## config.mk

```make
export PLATFORM = sky130hd
export DESIGN_NAME = alu_flag_unit
export DESIGN_NICKNAME = d
export VERILOG_FILES = /design/src/rtl/alu_flag_unit.sv
export SDC_FILE = /design/constraint.sdc
export NUM_CORES = 1
export LEC_CHECK = 0
export ABC_CLOCK_PERIOD_IN_PS = 1260
export CAP_MARGIN = 20
export CORE_MARGIN = 3
export CORE_UTILIZATION = 37
export DETAILED_ROUTE_END_ITERATION = 7
export PLACE_DENSITY = 0.73
export SYNTH_ARGS = -nofsm -noshare
export SYNTH_HDL_FRONTEND = slang
export SYNTH_SLANG_ARGS = --single-unit
```

## constraint.sdc

```tcl
create_clock -name clk -period 1.26 [get_ports clk]
set_input_delay 0.189 -clock clk [delete_from_list [all_inputs] [get_ports clk]]
set_output_delay 0.189 -clock clk [all_outputs]
set_load 0.1 [all_outputs]
```

## src/rtl/alu_flag_unit.sv

```systemverilog
// alu_flag_unit: ALU status register {N,Z,C,V} plus a one-entry branch
// condition evaluator with a valid/ready handshake on both sides.
// A request is evaluated against the flags being written in the same cycle
// when flag_we is high (forwarding), otherwise against the status register.
// The result is registered and held until the consumer takes it.
// Optional feature: define FLAG_OV_COUNT_EN to build a saturating 8-bit
// count of overflow flag captures on ov_count; without it ov_count is 0.
module alu_flag_unit (
  input  logic       clk,
  input  logic       rst,
  input  logic       flag_we,
  input  logic       zero_in,
  input  logic       carry_in,
  input  logic       negative_in,
  input  logic       overflow_in,
  input  logic       cond_valid,
  input  logic [3:0] cond_code,
  output logic       cond_ready,
  output logic       br_valid,
  input  logic       br_ready,
  output logic       br_taken,
  output logic       br_err,
  output logic [3:0] flags_out,
  output logic [7:0] ov_count
);

  typedef enum logic {IDLE = 1'b0, RESP = 1'b1} state_t;

  state_t     state_q, state_d;
  logic [3:0] psr_q, psr_d;
  logic       taken_q, taken_d;
  logic       err_q, err_d;
  logic [3:0] eff_flags;
  logic       accept;
  logic       eval_taken;
  logic       eval_err;
  logic       n_f, z_f, c_f, v_f;

  assign br_valid   = (state_q == RESP);
  assign cond_ready = !br_valid || br_ready;
  assign accept     = cond_valid && cond_ready;
  assign br_taken   = taken_q;
  assign br_err     = err_q;
  assign flags_out  = psr_q;

  // Flags seen by the evaluator: a same-cycle flag write wins over the PSR.
  assign eff_flags = flag_we ? {negative_in, zero_in, carry_in, overflow_in} : psr_q;
  assign n_f = eff_flags[3];
  assign z_f = eff_flags[2];
  assign c_f = eff_flags[1];
  assign v_f = eff_flags[0];

  // Condition decode; the two reserved codes evaluate false and raise err.
  always_comb begin
    eval_taken = 1'b0;
    eval_err   = 1'b0;
    unique case (cond_code)
      4'b0000: eval_taken = z_f;
      4'b0001: eval_taken = !z_f;
      4'b0010: eval_taken = c_f;
      4'b0011: eval_taken = !c_f;
      4'b0100: eval_taken = n_f;
      4'b0101: eval_taken = !n_f;
      4'b0110: eval_taken = v_f;
      4'b0111: eval_taken = !v_f;
      4'b1000: eval_taken = (n_f == v_f);
      4'b1001: eval_taken = (n_f != v_f);
      4'b1010: eval_taken = !z_f && (n_f == v_f);
      4'b1011: eval_taken = z_f || (n_f != v_f);
      4'b1100: eval_taken = 1'b1;
      4'b1101: eval_taken = 1'b0;
      default: eval_err   = 1'b1;
    endcase
  end

  // Next state: load a fresh result on accept, drop to IDLE when drained.
  always_comb begin
    state_d = state_q;
    taken_d = taken_q;
    err_d   = err_q;
    psr_d   = psr_q;
    if (flag_we)
      psr_d = {negative_in, zero_in, carry_in, overflow_in};
    unique case (state_q)
      IDLE: begin
        if (accept) state_d = RESP;
      end
      RESP: begin
        if (accept)        state_d = RESP;
        else if (br_ready) state_d = IDLE;
      end
      default: state_d = IDLE;
    endcase
    if (accept) begin
      taken_d = eval_taken;
      err_d   = eval_err;
    end
  end

  // State, PSR and held result; reset dominates flag writes and accepts.
  always_ff @(posedge clk) begin
    if (rst) begin
      state_q <= IDLE;
      psr_q   <= 4'b0000;
      taken_q <= 1'b0;
      err_q   <= 1'b0;
    end else begin
      state_q <= state_d;
      psr_q   <= psr_d;
      taken_q <= taken_d;
      err_q   <= err_d;
    end
  end

`ifdef FLAG_OV_COUNT_EN
  logic [7:0] ov_cnt_q, ov_cnt_d;

  // Saturating count of captured overflow flags.
  always_comb begin
    ov_cnt_d = ov_cnt_q;
    if (flag_we && overflow_in && (ov_cnt_q != 8'hFF))
      ov_cnt_d = ov_cnt_q + 8'd1;
  end

  // Counter register.
  always_ff @(posedge clk) begin
    if (rst) ov_cnt_q <= 8'h00;
    else     ov_cnt_q <= ov_cnt_d;
  end

  assign ov_count = ov_cnt_q;
`else
  assign ov_count = 8'h00;
`endif

endmodule

```

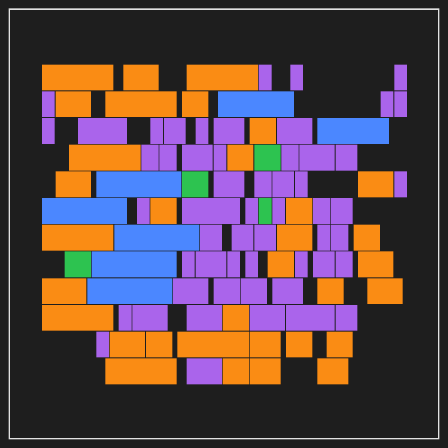
(cell classes on the final placement)
Green marks clock drivers and dummy loads, cells 4, share of their area 2.9%. Orange marks other buffers and delay cells, cells 33, share of their area 41%. Blue marks flops, cells 7, share of their area 18%. Purple marks combinational and other logic, cells 55, share of their area 38%.
core occupancy in the finished layout: 76.2%
flop share of the area: 17.3%
core area: 1220 µm²

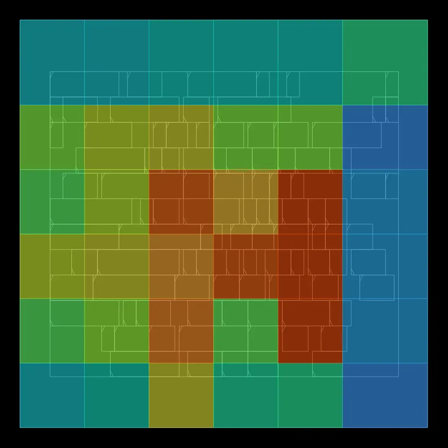
(routing congestion)
wire length per cell: 12.7 µm
met1 capacity usage during global routing: 20.3%
met2 track demand over resource in global routing: 24.7%
GRT Util Overall: 16.8%

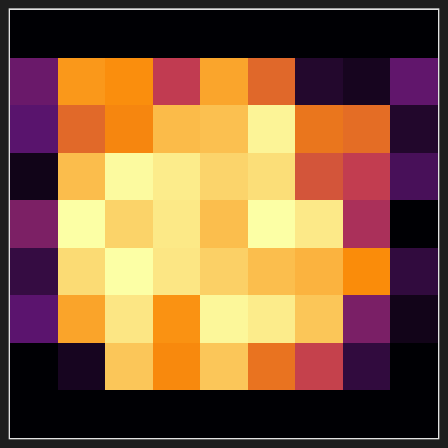
(cell density map)
9 x 9 tiles, from black (low) to pale yellow (high), 0 to 100% covered.
40% of the tiles are over 75% full. The fullest tile reaches 100%. 26% of the tiles are nearly empty. The densest ninth of the die: center.
effective utilization at floorplan: 43.0%

==> flow_results.xml <==
<?xml version="1.0" encoding="UTF-8"?>
<metrics>
  <group name="global_route">
    <metric name="grt_pass1_vias" unit="">503</metric>
  </group>
  <group name="clock_tree">
    <metric name="h_tree_depth" unit="">1</metric>
    <metric name="cts_tree" unit="">built</metric>
    <metric name="cts_inserted_buffers" unit="">3</metric>
  </group>
  <group name="worst_setup_path">
    <metric name="worstSetupEndpoint" unit="">cond_ready</metric>
    <metric name="worst-endpoint-required" unit="ns">1.07</metric>
    <metric name="reg2reg_setup_slack" unit="ns">0.03</metric>
    <metric name="crit_chain" unit="">clkdlybuf4s50_1, nand2b_4, buf_4, buf_12</metric>
  </group>
  <group name="placement">
    <metric name="dp_hpwl" unit="µm">1170</metric>
  </group>
  <group name="outcome">
    <metric name="status" unit="">complete, no violations</metric>
  </group>
  <group name="synth">
    <metric name="async_flop_share" unit="%">0</metric>
    <metric name="post_synth_main_logic_family" unit="">simple AND/OR/NAND/NOR gates</metric>
    <metric name="synth_xor_xnor_area_share" unit="%">5.02</metric>
  </group>
  <group name="floorplanning">
    <metric name="io_pins" unit="">29</metric>
    <metric name="tapcell.inserted" unit="">14</metric>
  </group>
  <group name="final_timing">
    <metric name="max_slew_violation_total_from_the_final_report" unit="">0</metric>
    <metric name="finalHoldWorstSlack" unit="ns">0.509</metric>
  </group>
  <group name="layout">
    <metric name="clkCellAreaFrac" unit="%">2.83</metric>
    <metric name="number_of_flip_flops_in_the_largest_register" unit="">4</metric>
  </group>
  <group name="power">
    <metric name="ir_worst_vdd" unit="V">0.000732</metric>
    <metric name="share_of_total_power_in_sequential_cells" unit="%">27.9</metric>
  </group>
  <group name="drt">
    <metric name="wl" unit="µm">1440</metric>
    <metric name="first_pass_drt_iterations" unit="">4</metric>
    <metric name="detailroute.wirelength.met2" unit="µm">652</metric>
  </group>
  <group name="run">
    <metric name="max_cap_violations" unit="">0</metric>
  </group>
</metrics>
No activity file was given, so power comes from the tool's default toggle rates.
